### src/rtl/prog_loader.sv
// Byte-stream program loader: frames host bytes into 16-bit ROM writes and holds the CPU.
// Optional inter-byte timeout enabled by defining LOADER_TIMEOUT_EN.
module prog_loader #(
   parameter int DEPTH          = 4096,
   parameter int START_ADDR     = 0,
   parameter int TIMEOUT_CYCLES = 50000
) (
   input  logic        clock,
   input  logic        reset_n,
   input  logic [7:0]  rx_data,
   input  logic        rx_valid,
   output logic        rx_ready,
   output logic [15:0] wr_addr,
   output logic [15:0] wr_data,
   output logic        wr_en,
   output logic        cpu_hold,
   output logic        done,
   output logic        err
);

   typedef enum logic [3:0] {
      S_IDLE, S_LEN_HI, S_LEN_LO, S_DATA_HI, S_DATA_LO,
      S_WRITE, S_CSUM, S_DONE, S_ERROR
   } state_t;

   localparam logic [16:0] DEPTH_W = 17'(DEPTH);
   localparam logic [15:0] BASE    = 16'(START_ADDR);

   state_t      state, state_nx;
   logic [15:0] count, len, len_full;
   logic [7:0]  sum, hi;
   logic        take, hdr, timeout;

   assign take     = rx_valid && rx_ready;
   assign hdr      = rx_data == 8'hA5;
   assign len_full = {len[15:8], rx_data};

`ifdef LOADER_TIMEOUT_EN
   localparam logic [15:0] TO_LAST = 16'(TIMEOUT_CYCLES - 1);
   logic [15:0] idle;
   logic        active;

   assign active = (state == S_LEN_HI) || (state == S_LEN_LO) ||
                   (state == S_DATA_HI) || (state == S_DATA_LO) ||
                   (state == S_WRITE) || (state == S_CSUM);

   // WRITE is the loader's own stall, so it neither counts nor clears.
   always_ff @(posedge clock or negedge reset_n) begin
      if (!reset_n) begin
         idle <= '0;
      end else if (!active || take) begin
         idle <= '0;
      end else if (state != S_WRITE) begin
         idle <= idle + 16'd1;
      end
   end

   assign timeout = active && !take && (state != S_WRITE) && (idle == TO_LAST);
`else
   assign timeout = 1'b0;
`endif

   always_comb begin
      state_nx = state;
      unique case (state)
         S_IDLE:    if (take && hdr) state_nx = S_LEN_HI;
         S_LEN_HI:  if (take) state_nx = S_LEN_LO;
         S_LEN_LO: begin
            if (take) begin
               if ({1'b0, len_full} > DEPTH_W) state_nx = S_ERROR;
               else if (len_full == 16'd0)     state_nx = S_CSUM;
               else                            state_nx = S_DATA_HI;
            end
         end
         S_DATA_HI: if (take) state_nx = S_DATA_LO;
         S_DATA_LO: if (take) state_nx = S_WRITE;
         S_WRITE:   state_nx = (count + 16'd1 == len) ? S_CSUM : S_DATA_HI;
         S_CSUM:    if (take) state_nx = (rx_data == sum) ? S_DONE : S_ERROR;
         S_DONE,
         S_ERROR:   if (take && hdr) state_nx = S_LEN_HI;
         default:   state_nx = S_IDLE;
      endcase
      if (timeout) state_nx = S_ERROR;
   end

   always_ff @(posedge clock or negedge reset_n) begin
      if (!reset_n) begin
         state   <= S_IDLE;
         count   <= '0;
         len     <= '0;
         sum     <= '0;
         hi      <= '0;
         wr_addr <= '0;
         wr_data <= '0;
      end else begin
         state <= state_nx;
         if (take) begin
            unique case (state)
               S_IDLE, S_DONE, S_ERROR: begin
                  if (hdr) begin
                     sum   <= '0;
                     count <= '0;
                  end
               end
               S_LEN_HI: begin
                  len[15:8] <= rx_data;
                  sum       <= sum + rx_data;
               end
               S_LEN_LO: begin
                  len[7:0] <= rx_data;
                  sum      <= sum + rx_data;
               end
               S_DATA_HI: begin
                  hi  <= rx_data;
                  sum <= sum + rx_data;
               end
               S_DATA_LO: begin
                  wr_data <= {hi, rx_data};
                  wr_addr <= BASE + count;
                  sum     <= sum + rx_data;
               end
               default: ;
            endcase
         end
         if (state == S_WRITE) count <= count + 16'd1;
      end
   end

   assign rx_ready = reset_n && (state != S_WRITE);
   assign wr_en    = state == S_WRITE;
   assign done     = state == S_DONE;
   assign err      = state == S_ERROR;
   assign cpu_hold = state != S_DONE;

endmodule
### config.mk
export PLATFORM = sky130hd
export DESIGN_NAME = prog_loader
export DESIGN_NICKNAME = d
export VERILOG_FILES = /design/src/rtl/prog_loader.sv
export SDC_FILE = /design/constraint.sdc
export NUM_CORES = 1
export LEC_CHECK = 0
export ABC_AREA = 1
export CAP_MARGIN = 20
export CORE_UTILIZATION = 50
export CTS_CLUSTER_DIAMETER = 200
export CTS_CLUSTER_SIZE = 40
export DETAILED_ROUTE_END_ITERATION = 10
export PLACE_DENSITY = 0.7
export SYNTH_ARGS = -nofsm -noshare
export SYNTH_HDL_FRONTEND = slang
export SYNTH_SLANG_ARGS = --single-unit
### constraint.sdc
create_clock -name clock -period 6.1 [get_ports clock]
set_input_delay 1.83 -clock clock [delete_from_list [all_inputs] [get_ports clock]]
set_output_delay 1.83 -clock clock [all_outputs]
set_load 0.02 [all_outputs]
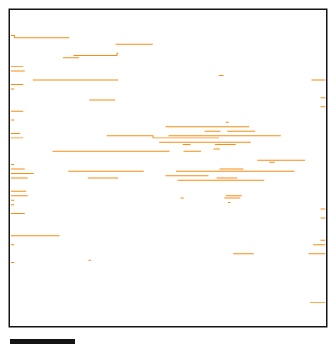
run_1/met3.png
Bar = 20 um.
main direction: horizontal
longest straight run: 35.9 um
nets with wire on the layer: 54
share of all routed wire: 5.0%
wire length on this layer: 509 um
routed via count: 3,793
final WL: 10.2 mm
M3 GR Usage: 0.0415

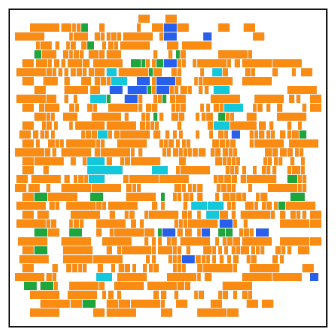
run_1/drive_strength.png
[cyan] drive 6 and up | cells: 16 | share: 2.6%
[green] drive 2 | cells: 29 | share: 4.8%
[blue] drive 3 to 4 | cells: 17 | share: 2.8%
[orange] drive 1 or less | cells: 544 | share: 90%
final instance area: 5250 sq um
final worst slack: 1.27 ns
nonclk buf count: 50

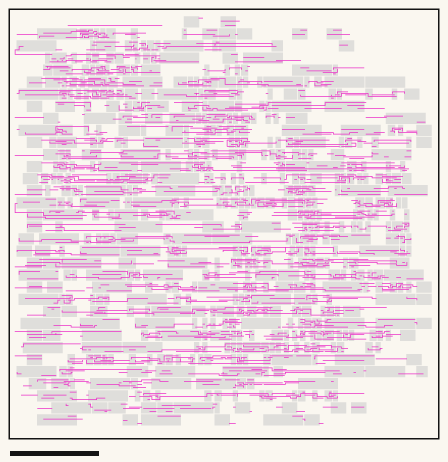
run_1/met1.png
Bar = 20 um.
nets with wire on the layer: 574
wire length on this layer: 4,820 um
main direction: horizontal
share of all routed wire: 47%
grt met1 use: 0.322

==> flow_summary.ini, run 1 <==
; yosys + openroad results
[status]
status = complete, no violations

[power_and_ir_drop]
power_leader = combinational cells
p_sw_mw = 1.18
ir_drop_uv = 221
sequentialPowerShare = 0.367
pwr-share-comb = 0.469

[cells_and_area]
drive_gt1_frac = 0.102
seqCellArea_sq_um = 2100
comb_share = 0.389
logic_area_sq_um = 2040
largest_cell_class = flip-flops and latches
inverters = 68
clock_buffers = 9
final_util = 0.605
final_common_cell = nand2_1
fin_cells = 714

[logic_synthesis]
netlist.area_leader.share = 0.471
mux_area_frac = 0.0202
ys_types = 40
synth_flop_count = 84
syn_nets = 572
syn_inst = 552
synthAdderAreaFrac = 0.0269
yosys.area_share.aoi = 0.119

[detailed_routing]
dr_wl_met3_um = 509
dr.pass1.iters = 5
drt_iter0_markers = 207
wl_met1_mm = 4.82

[clocking]
clock_latency_ns = 0.36
cts_tree = done
cts.sinks = 84

[placed_design]
io_buffers = 47

[run]
warnings = 26
cap_violations = 0

[critical_path]
timing.rr.start = state[0]
crit_fanout = 25
r2r_end = wr_data[8]
required_ns = 4.27

[timing]
final-setup-viol-count = 0

[global_routing]
antenna_found_initial = 0
grt_pass1_vias = 3618
top_usage_layer = met2

[die]
ios = 48
rows = 34
die_h_um = 96.5
--- run 2 (diff from run 1) ---
--- a/config.mk
+++ b/config.mk
@@ -11,7 +11,7 @@
 export CTS_CLUSTER_DIAMETER = 200
 export CTS_CLUSTER_SIZE = 40
 export DETAILED_ROUTE_END_ITERATION = 10
-export PLACE_DENSITY = 0.7
+export PLACE_DENSITY = 0.73
 export SYNTH_ARGS = -nofsm -noshare
 export SYNTH_HDL_FRONTEND = slang
 export SYNTH_SLANG_ARGS = --single-unit
==> constraint.sdc (replaced) <==
create_clock -name clock -period 4.2 [get_ports clock]
set_input_delay 1.26 -clock clock [delete_from_list [all_inputs] [get_ports clock]]
set_output_delay 1.26 -clock clock [all_outputs]
set_load 0.02 [all_outputs]
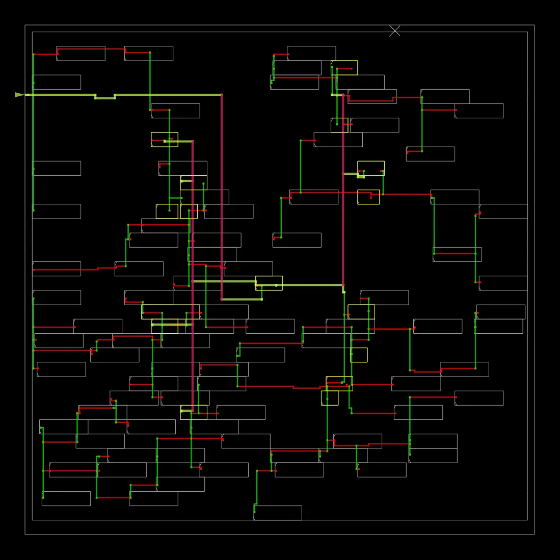
run_2/final_clocks.png
clk_buf instances: 9
CTS sink count: 84
clk_skew: 0.0132 ns
flop count: 84

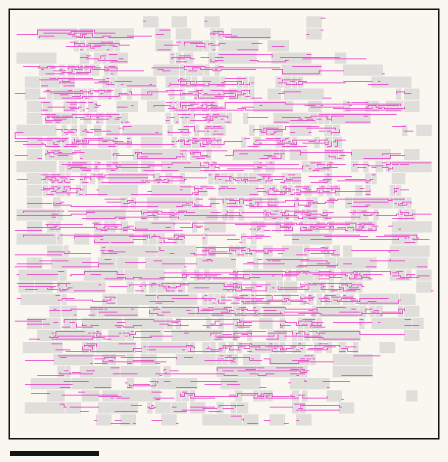
run_2/met1.png
Bar = 20 um.
nets with wire on the layer: 569
main direction: horizontal
share of all routed wire: 46%
wire length on this layer: 4,650 um
routed via count: 3,889
grt met1 use: 0.312

==> run 2 against run 1 <==
Net effect: the flow now finishes with violations (DRC); critical path depth stayed put; first-iteration DRC count is 24% lower; wire length is 0.40% higher; non-clock buffer count is 2 higher; via count is 2.5% higher; combinational power is 46% higher; die size stayed put; cell count is 0.28% higher; utilization hardly changed; global-route usage is 0.80 points higher.
==> flow_summary.ini, run 2 <==
; yosys + openroad results
[cells_and_area]
final_common_cell = nand2_1
clk_share = 0.0403
drive_gt1_frac = 0.105
inverters = 68
n_all_buffers = 52
stdcell_area_sq_um = 5250
final_util = 0.605
comb_share = 0.389
fin_cells = 716
seqCellArea_sq_um = 2100
largest_cell_class = flip-flops and latches
seq_share = 0.400
logic_area_sq_um = 2040

[clocking]
cts_tree = done
clock_latency_ns = 0.37
post_cts_buffers = 0
htree_levels = 3
clkTransAtPathRegs_ns = 0.10
ctsHoldBuffers = 0

[run]
warnings = 26
cap_violations = 0

[logic_synthesis]
netlist.area_leader.share = 0.471
ys_types = 40
synth_warnings = 0
mux_area_frac = 0.0202
topCombFamilyByArea = simple AND/OR/NAND/NOR gates
yosys.area_share.aoi = 0.119
syn_nets = 572
syn_inst = 552
synth.most_common_cell = nand2_1
yosys_area_sq_um = 4470
synth-edff-count = 0
synthXorXnorAreaFrac = 0.0148
synth_flop_count = 84
synthAdderAreaFrac = 0.0269

[power_and_ir_drop]
clockPowerShare = 0.163
intPower_mw = 2.10
p_sw_mw = 1.72
ir_drop_uv = 298
sequentialPowerShare = 0.366
power_leader = combinational cells
pwr-share-comb = 0.471
p_seq_mw = 1.40

[critical_path]
crit_path_max_incr_delay_ns = 0.63
required_ns = 2.94
path_buffers = 3
r2r_end = wr_data[14]
crit_fanout = 2
timing.rr.start = state[0]

[die]
rows = 34
die_w_um = 96.5
nWellTaps = 108
ios = 48
die_h_um = 96.5

[global_routing]
track_usage = 0.245
gr-usage-met3 = 0.0469
grt_pass1_vias = 3738
top_usage_layer = met2
antenna_found_initial = 0

[status]
status = finished, violations left
violations = DRC

[min_path]
min_to = wr_addr[4]
min_path_type = register to register

[timing]
worst_pin_slew_ns = 0.775
final-setup-viol-count = 0
final.period_utilization = 0.830
setup_ws_ns = 0.715

[detailed_routing]
drt_iter0_markers = 158
wl_per_cell_um = 14.3
dr.pass1.iters = 7
drc = 1
dr_wl_met3_um = 513
wl_met1_mm = 4.65

[placed_design]
routabilityCongestion = 0.911
io_buffers = 47
dpl.hpwl_mm = 7.45
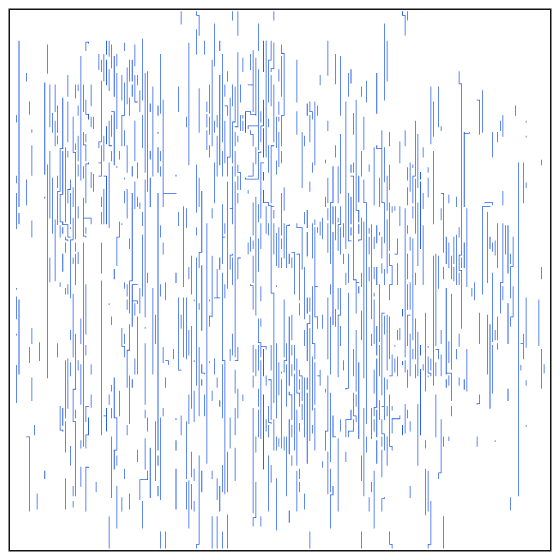
run_2/met2.png
longest straight run: 59.5 um
main direction: vertical
met2 usage: 0.411
final WL: 10.2 mm

Power is estimated from default activity; no workload was simulated.
